<file path="config.mk">
export PLATFORM = sky130hd
export DESIGN_NAME = counter_ctrl
export DESIGN_NICKNAME = d
export VERILOG_FILES = /design/src/rtl/counter_ctrl.sv
export SDC_FILE = /design/constraint.sdc
export NUM_CORES = 1
export LEC_CHECK = 0
export CORE_AREA = 2 2 67 69
export DETAILED_ROUTE_END_ITERATION = 8
export DIE_AREA = 0 0 69 71
export SKIP_CTS_REPAIR_TIMING = 1
export SLEW_MARGIN = 0
export SYNTH_ARGS = -nofsm -noshare
export SYNTH_HDL_FRONTEND = slang
export SYNTH_SLANG_ARGS = --single-unit
</file>
<file path="constraint.sdc">
create_clock -name clk -period 2.25 [get_ports clk]
set_clock_uncertainty 0.05 [all_clocks]
set_input_delay 0.45 -clock clk [delete_from_list [all_inputs] [get_ports clk]]
set_output_delay 0.45 -clock clk [all_outputs]
set_load 0.02 [all_outputs]
</file>
<file path="src/rtl/counter_ctrl.sv">
// Programmable timer sequencer around an 8-bit count register: prescaled ticks,
// one-shot or auto-reload terminal count, start/stop/pause control and a done pulse.
module counter_ctrl #(
   parameter int unsigned WIDTH = 8,
   parameter int unsigned PRE_W = 4
) (
   input  logic             clk,
   input  logic             res,
   input  logic             start,
   input  logic             stop,
   input  logic             pause,
   input  logic             mode,
   input  logic [WIDTH-1:0] period,
   input  logic [PRE_W-1:0] presc,
   output logic [WIDTH-1:0] cnt,
   output logic             done,
   output logic             busy,
   output logic [1:0]       state
);

   typedef enum logic [1:0] {
      StIdle  = 2'b00,
      StRun   = 2'b01,
      StPause = 2'b10,
      StDone  = 2'b11
   } state_e;

   state_e             state_q, state_d;
   logic [WIDTH-1:0]   cnt_q, cnt_d;
   logic [PRE_W-1:0]   pre_q, pre_d;
   logic               done_q, done_d;
   logic               mode_q, mode_d;
   logic [WIDTH-1:0]   period_q, period_d;
   logic [PRE_W-1:0]   presc_q, presc_d;

   always_comb begin
      state_d  = state_q;
      cnt_d    = cnt_q;
      pre_d    = pre_q;
      done_d   = 1'b0;
      mode_d   = mode_q;
      period_d = period_q;
      presc_d  = presc_q;

      if (stop) begin
         state_d = StIdle;
         cnt_d   = '0;
      end else if (start) begin
         state_d  = StRun;
         cnt_d    = '0;
         pre_d    = '0;
         mode_d   = mode;
         period_d = period;
         presc_d  = presc;
      end else begin
         unique case (state_q)
            StRun, StPause: begin
               if (pause) begin
                  state_d = StPause;
               end else begin
                  // Releasing pause counts as a normal RUN cycle, so a pause of
                  // N cycles delays the terminal count by exactly N cycles.
                  state_d = StRun;
                  if (pre_q == presc_q) begin
                     pre_d = '0;
                     if (cnt_q == period_q) begin
                        done_d = 1'b1;
                        if (mode_q) begin
                           cnt_d = '0;
                        end else begin
                           state_d = StDone;
                        end
                     end else begin
                        cnt_d = cnt_q + WIDTH'(1);
                     end
                  end else begin
                     pre_d = pre_q + PRE_W'(1);
                  end
               end
            end
            StIdle, StDone: ;
            default: ;
         endcase
      end
   end

   always_ff @(posedge clk or negedge res) begin
      if (!res) begin
         state_q  <= StIdle;
         cnt_q    <= '0;
         pre_q    <= '0;
         done_q   <= 1'b0;
         mode_q   <= 1'b0;
         period_q <= '0;
         presc_q  <= '0;
      end else begin
         state_q  <= state_d;
         cnt_q    <= cnt_d;
         pre_q    <= pre_d;
         done_q   <= done_d;
         mode_q   <= mode_d;
         period_q <= period_d;
         presc_q  <= presc_d;
      end
   end

   assign cnt   = cnt_q;
   assign done  = done_q;
   assign busy  = (state_q == StRun) || (state_q == StPause);
   assign state = state_q;

endmodule

</file>
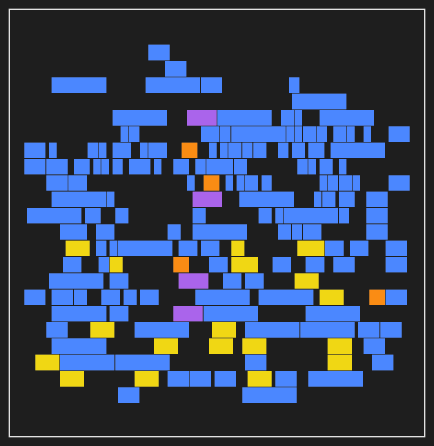
Fig. 1. Sizing map (run 1).
Drawn at 6 px/um.
- purple: x6 and larger (cells 4)
- blue: x1 and smaller (cells 144)
- orange: x3 and x4 (cells 4)
- yellow: x2 (cells 18)
Finished Cell Area: 0.00187 mm2
Area Growth Syn to Fin: 28.9%

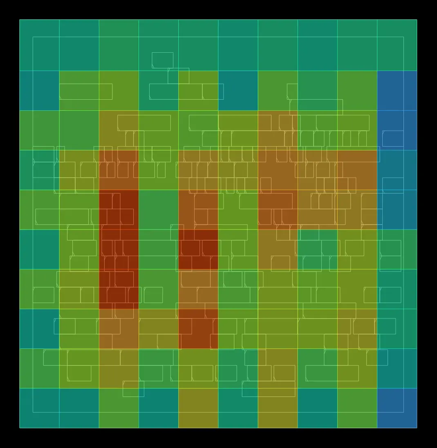
Fig. 2. Routing congestion map (run 1).
Global Route met2 Usage: 23.6%
fin util: 44.5%

==> flow_summary.yaml, run 1 <==
# physical design summary
status:
  status: "complete, no violations"
cts:
  cts_buffer_depth: 2
  clk_latency_ns: 0.27
  cts_buffers: 3
  cts_tree: "built"
  htreeDepth: 1
  cts_num_sinks: 28
  cts.clk_slew.worst_paths_ns: 0.10
  cts_root_buf: "clkbuf_8"
die:
  row_count: 24
  fp_util_pct: 34.5
  die_h_um: 71
  io_pins: 30
  core-area_mm2: 0.00420
  dieWidth_um: 69
  dieArea_mm2: 0.00490
synthesis:
  synth_area_leader_cell: "dfrtp_1"
  mux_area_share_pct: 10.9
  synth.distinct_cells: 33
  edf_count: 0
  flop_cell: "dfrtp_1"
  common_cells: "dfrtp_1, mux2_2, nand2_1"
  ys_sh_aoi_pct: 11.4
  syn_inst: 136
  logic_family: "simple AND/OR/NAND/NOR gates"
  simple_gate_area_share_pct: 17.9
  ys_seq_elements: 28
  yosysTopAreaCellShare_pct: 48.3
  synth_area_mm2: 0.00145
  yosysWarningCount: 0
  synth_dominant_cell_count: "dfrtp_1"
  avgSynthCellArea_um2: 10.7
pwr:
  combPwrFrac_pct: 18.5
  p_clk_share_pct: 27.7
  pg_comb_mw: 0.209
  ir_worst_vdd_v: 0.000326
  p_leak_nw: 0.782
  power.sequential.fraction_pct: 53.8
  switching_share_pct: 26.0
  p_total_mw: 1.13
  pwr_density_cell_mw_per_mm2: 604
  power_sequential_mw: 0.608
  switching_power_mw: 0.293
finish:
  layout.cells.non_filler: 222
  seq_share_pct: 37.5
  ff_latch_area_um2: 701
  clk_share_pct: 2.94
  signal_buffers: 33
  comb_area_um2: 722
  drive_above_1_share_pct: 15.3
  fin_nets: 191
  mostFrequentLayoutCell: "clkdlybuf4s50_1"
  comb_share_pct: 38.6
  signal_buffer_area_fraction_pct: 17.1
  largest_class: "multi-input combinational cells"
  inv_count: 2
  antenna-diode-count: 0
  n_clock_buffer: 4
  n_fill_cell: 419
  nMultiInputCombCells: 103
  final_cell_mix: "clkdlybuf4s50_1, dfrtp_1, mux2_2"
placed_design:
  place.gp.congestion: 0.782
  io_buffer_count: 29
  dp_slack_ns: 0.247
  hpwl_um: 2340
  placed_area_mm2: 0.00182
  dp_cells: 218
detailed_routing:
  drt-pass1-iter-count: 4
  drc: 0
  m1WireLength_um: 1520
  drtIter0Drc: 82
  wl_um: 3150
  wl_met2_um: 1500
  avgViaCountPerCell: 5.03
  route.antenna.remaining_nets: 0
  wire_per_inst_um: 14.2
  wl_met3_um: 110
  num_vias: 1116
critical_path:
  crit_family: "buffers and inverters"
  cp_num_buf_inv: 2
  end_kind: "output pin"
  path_cells: "xnor2_1, inv_1, clkdlybuf4s50_1"
  path_depth: 3
  worstSetupPathType: "reg -> out"
  r2r_slack_ns: 0.44
  arrival_ns: 1.61
  start_kind: "flop"
  r2r_end: "cnt[5]"
  r2r_cells: 5
  critPathMaxFanout: 5
  r2r_start: "cnt[3]"
  required_ns: 1.75
sta:
  finalClockPeriodUsage_pct: 93.8
  whs_ns: 0.495
  setup_violations: 0
  relSlewSlack_pct: 72.3
  hold_violations: 0
  setup_tns_ns: 0
  drv_slew: 0
  clock.fmax_mhz: 474
  layout_setup_ws_ns: 0.139
grt:
  use_met1_pct: 18.7
  grt_usage_pct: 14.1
  grt_use_met3_pct: 2.56
  busiest_layer: "met2"
  grt_pass1_vias: 1124
  grt_first_pass_wirelength_um: 5620
  grt_max_degree: 29
hold_path:
  hold_path_depth: 1
  hold_path_class: "reg -> reg"
  hold_start: "period_q[2]"
  min_to: "period_q[2]"
job:
  drv_cap: 0
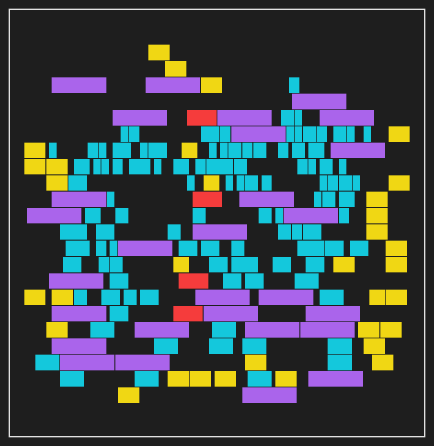
Fig. 3. Cells coloured by class (run 1).
Drawn at 6 px/um.
- red: clock drivers and dummy loads (cells 4; share of their area 3.0%)
- yellow: remaining buffers and delay cells (cells 33; share of their area 18%)
- purple: sequential cells (cells 28; share of their area 39%)
- cyan: remaining logic cells (cells 105; share of their area 40%)

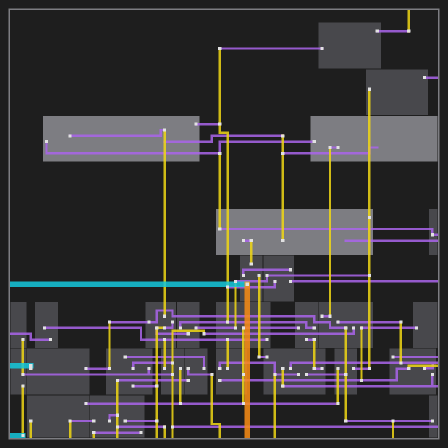
Fig. 4. Close-up of the layout (run 1).
Window x 5 to 30, y 41 to 66 um. Cells in grey, sequential cells in the stronger grey; small squares are vias.
- orange: M4
- cyan: M3
- yellow: M2
- purple: M1
- cells with their middle in the window: 24
- netlist names of flops here include: state (2), done (1)
- sequential cells in the window: 3
- most frequent: nor2_1 (5), clkdlybuf4s50_1 (4), dfrtp_1 (3)

==> inputs of run 2 (changes only) <==
--- a/config.mk
+++ b/config.mk
@@ -6,6 +6,7 @@
 export NUM_CORES = 1
 export LEC_CHECK = 0
 export CORE_AREA = 2 2 67 69
+export CTS_BUF_LIST = sky130_fd_sc_hd__clkbuf_16
 export DETAILED_ROUTE_END_ITERATION = 8
 export DIE_AREA = 0 0 69 71
 export SKIP_CTS_REPAIR_TIMING = 1
==> run 2 against run 1 <==
  * Die size unchanged
  * Final area rose by 1.3%
  * Power grew 8.0%
  * Non-clock buffer count is the same
  * Critical path depth unchanged
  * Hold slack worse by 0.0070 ns
  * Register-to-register slack barely moved
  * Via count increased by 1.8%
  * Critical path type unchanged
  * Largest cell class unchanged
==> flow_summary.yaml, run 2 <==
# physical design summary
detailed_routing:
  route.antenna.remaining_nets: 0
  drt-pass1-iter-count: 4
  wl_met2_um: 1510
  m1WireLength_um: 1490
  wire_per_inst_um: 14.4
  drc: 0
  num_vias: 1136
  wl_met3_um: 128
  drtIter0Drc: 112
synthesis:
  common_cells: "dfrtp_1, mux2_2, nand2_1"
  simple_gate_area_share_pct: 17.9
  synth_area_leader_cell: "dfrtp_1"
  synth_dominant_cell_count: "dfrtp_1"
  edf_count: 0
  logic_family: "simple AND/OR/NAND/NOR gates"
  flop_cell: "dfrtp_1"
  synth.distinct_cells: 33
  avgSynthCellArea_um2: 10.7
  ys_seq_elements: 28
  mux_area_share_pct: 10.9
  syn_inst: 136
  synth_area_mm2: 0.00145
  yosysWarningCount: 0
finish:
  signal_buffers: 33
  ff_latch_area_um2: 701
  largest_class: "multi-input combinational cells"
  fin_area_mm2: 0.00189
  fin_nets: 191
  final_util_pct: 45.1
  nMultiInputCombCells: 103
  comb_area_um2: 722
  inv_count: 2
  signal_buffer_area_fraction_pct: 16.9
  n_clock_buffer: 3
  n_fill_cell: 412
  final_cell_mix: "clkdlybuf4s50_1, dfrtp_1, mux2_2"
  area_growth_pct: 30.5
  drive_above_1_share_pct: 14.7
  comb_share_pct: 38.1
  clk_share_pct: 4.16
  layout.cells.non_filler: 222
  seq_share_pct: 37.0
pwr:
  power.sequential.fraction_pct: 49.9
  p_leak_nw: 0.791
  ir_worst_vdd_v: 0.000319
  pg_comb_mw: 0.209
  switching_share_pct: 24.7
  p_total_mw: 1.22
  p_clk_share_pct: 32.9
sta:
  drv_slew: 0
  whs_ns: 0.488
  clock.fmax_mhz: 479
  hold_violations: 0
  setup_violations: 0
  finalClockPeriodUsage_pct: 92.8
  relSlewSlack_pct: 72.0
  setup_tns_ns: 0
  layout_setup_ws_ns: 0.162
job:
  drv_cap: 0
cts:
  cts_tree: "built"
  cts_root_buf: "clkbuf_16"
  clk_latency_ns: 0.26
  htreeDepth: 1
  cts_buffers: 3
  cts_num_sinks: 28
  cts.clk_slew.worst_paths_ns: 0.07
  cts_buffer_depth: 2
grt:
  busiest_layer: "met2"
  grt_usage_pct: 14.3
  grt_pass1_vias: 1140
  grt_max_degree: 29
  use_met1_pct: 18.5
status:
  status: "complete, no violations"
critical_path:
  start_kind: "flop"
  worstSetupPathType: "reg -> out"
  required_ns: 1.75
  cp_num_buf_inv: 2
  r2r_cells: 5
  end_kind: "output pin"
  r2r_end: "cnt[5]"
  crit_family: "buffers and inverters"
  arrival_ns: 1.59
  path_depth: 3
  path_cells: "xnor2_1, inv_1, clkdlybuf4s50_1"
  r2r_slack_ns: 0.45
placed_design:
  placed_area_mm2: 0.00182
  hpwl_um: 2340
  dp_slack_ns: 0.247
  place.gp.congestion: 0.782
  io_buffer_count: 29
  dp_cells: 218
die:
  dieArea_mm2: 0.00490
  core-area_mm2: 0.00420
  row_count: 24
  die_h_um: 71
  dieWidth_um: 69
hold_path:
  hold_start: "period_q[2]"
  hold_path_depth: 1
  hold_path_class: "reg -> reg"
  min_to: "period_q[2]"
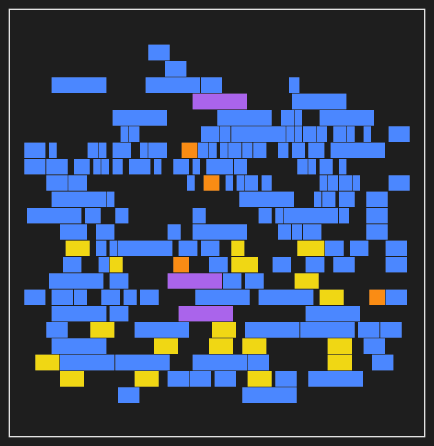
Fig. 5. Sizing map (run 2).
Drawn at 6 px/um.
- yellow: x2 (cells 18)
- purple: x6 and larger (cells 3)
- orange: x3 and x4 (cells 4)
- blue: x1 and smaller (cells 145)

==> inputs of run 3 (changes only) <==
==> constraint.sdc (replaced) <==
create_clock -name clk -period 2.25 [get_ports clk]
set_clock_uncertainty 0.05 [all_clocks]
set_input_delay 0.45 -clock clk [delete_from_list [all_inputs] [get_ports clk]]
set_output_delay 0.45 -clock clk [all_outputs]
set_load 0.005 [all_outputs]
==> run 3 against run 2 <==
  * Global-route usage stayed put
  * Sequential cell count stayed put
  * Combinational power is 2% lower
==> flow_summary.yaml, run 3 <==
# physical design summary
status:
  status: "complete, no violations"
synthesis:
  synth_area_leader_cell: "dfrtp_1"
  logic_family: "simple AND/OR/NAND/NOR gates"
  synth_area_mm2: 0.00145
  yosysWarningCount: 0
  simple_gate_area_share_pct: 17.9
  ys_seq_elements: 28
  yosys_area_mm2: 0.00145
  synth.distinct_cells: 33
  common_cells: "dfrtp_1, mux2_2, nand2_1"
  avgSynthCellArea_um2: 10.7
  yosysTopAreaCellShare_pct: 48.3
  synth_dominant_cell_count: "dfrtp_1"
  mux_area_share_pct: 10.9
  syn_inst: 136
  flop_cell: "dfrtp_1"
  edf_count: 0
finish:
  drive_above_1_share_pct: 14.7
  ff_latch_area_um2: 701
  fin_area_mm2: 0.00189
  final_cell_mix: "clkdlybuf4s50_1, dfrtp_1, mux2_2"
  fin_nets: 191
  largest_class: "multi-input combinational cells"
  signal_buffers: 33
  comb_share_pct: 38.1
  comb_area_um2: 722
  area_growth_pct: 30.5
  clk_share_pct: 4.16
  n_fill_cell: 412
  mostFrequentLayoutCell: "clkdlybuf4s50_1"
  antenna-diode-count: 0
  inv_count: 2
  nMultiInputCombCells: 103
  signal_buffer_area_fraction_pct: 16.9
  n_clock_buffer: 3
grt:
  use_met1_pct: 18.5
  grt_max_degree: 29
  grt_first_pass_wirelength_um: 5640
  use_met2_pct: 23.9
  grt_pass1_vias: 1140
  grt_usage_pct: 14.3
  grt_antenna_before_repair: 0
  busiest_layer: "met2"
  grt_use_met3_pct: 1.71
critical_path:
  r2r_cells: 5
  path_cells: "xnor2_1, inv_1, clkdlybuf4s50_1"
  path_depth: 3
  start_kind: "flop"
  crit_family: "buffers and inverters"
  critPathMaxFanout: 5
  required_ns: 1.75
  arrival_ns: 1.50
  worstSetupPathType: "reg -> out"
  r2r_start: "cnt[3]"
  startpoint: "state[1]"
  end_kind: "output pin"
die:
  fp_util_pct: 34.5
  die_h_um: 71
  dieArea_mm2: 0.00490
  io_pins: 30
  dieWidth_um: 69
cts:
  cts_tree: "built"
  cts_buffer_depth: 2
  cts_root_buf: "clkbuf_16"
  cts.clk_slew.worst_paths_ns: 0.07
  cts_buffers: 3
  clk_latency_ns: 0.26
  cts_num_sinks: 28
  htreeDepth: 1
pwr:
  switching_share_pct: 24.4
  combPwrFrac_pct: 16.9
  p_clk_share_pct: 33.1
  pg_comb_mw: 0.205
  pwr_density_cell_mw_per_mm2: 642
  p_leak_nw: 0.791
  ir_worst_vdd_v: 0.000319
  p_total_mw: 1.22
  power.sequential.fraction_pct: 50.1
  power_sequential_mw: 0.609
sta:
  hold_violations: 0
  clock.fmax_mhz: 501
  drv_slew: 0
  setup_tns_ns: 0
  layout_setup_ws_ns: 0.255
  whs_ns: 0.488
  setup_violations: 0
  finalClockPeriodUsage_pct: 88.7
  min_period_ns: 2.00
  relSlewSlack_pct: 72.0
detailed_routing:
  num_vias: 1136
  m1WireLength_um: 1490
  wl_met3_um: 128
  drt-pass1-iter-count: 4
  avgViaCountPerCell: 5.12
  drc: 0
  wl_um: 3190
  wire_per_inst_um: 14.4
  drtIter0Drc: 112
  route.antenna.remaining_nets: 0
  wl_met2_um: 1510
placed_design:
  placed_area_mm2: 0.00182
  place.gp.congestion: 0.782
  dp_cells: 218
  dp_slack_ns: 0.247
  io_buffer_count: 29
  hpwl_um: 2340
hold_path:
  hold_start: "period_q[2]"
  hold_path_class: "reg -> reg"
  hold_path_depth: 1
  min_to: "period_q[2]"
job:
  drv_cap: 0
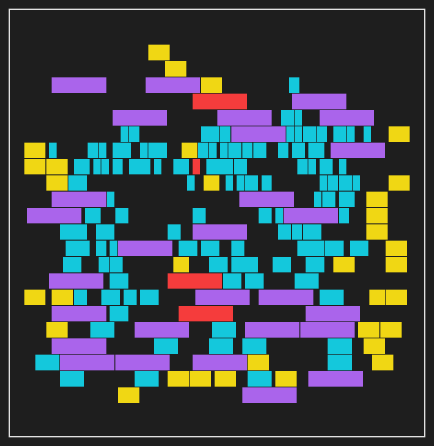
Fig. 6. Cells coloured by class (run 3).
Drawn at 6 px/um.
- red: clock drivers and dummy loads (cells 4; share of their area 4.3%)
- purple: sequential cells (cells 28; share of their area 38%)
- cyan: remaining logic cells (cells 105; share of their area 40%)
- yellow: remaining buffers and delay cells (cells 33; share of their area 18%)
sequential cell area share: 37.0%
core footprint: 0.00420 mm2
row cnt: 24
fin util: 45.1%

Power figures rest on the tool's default switching activity, not on a simulated workload.
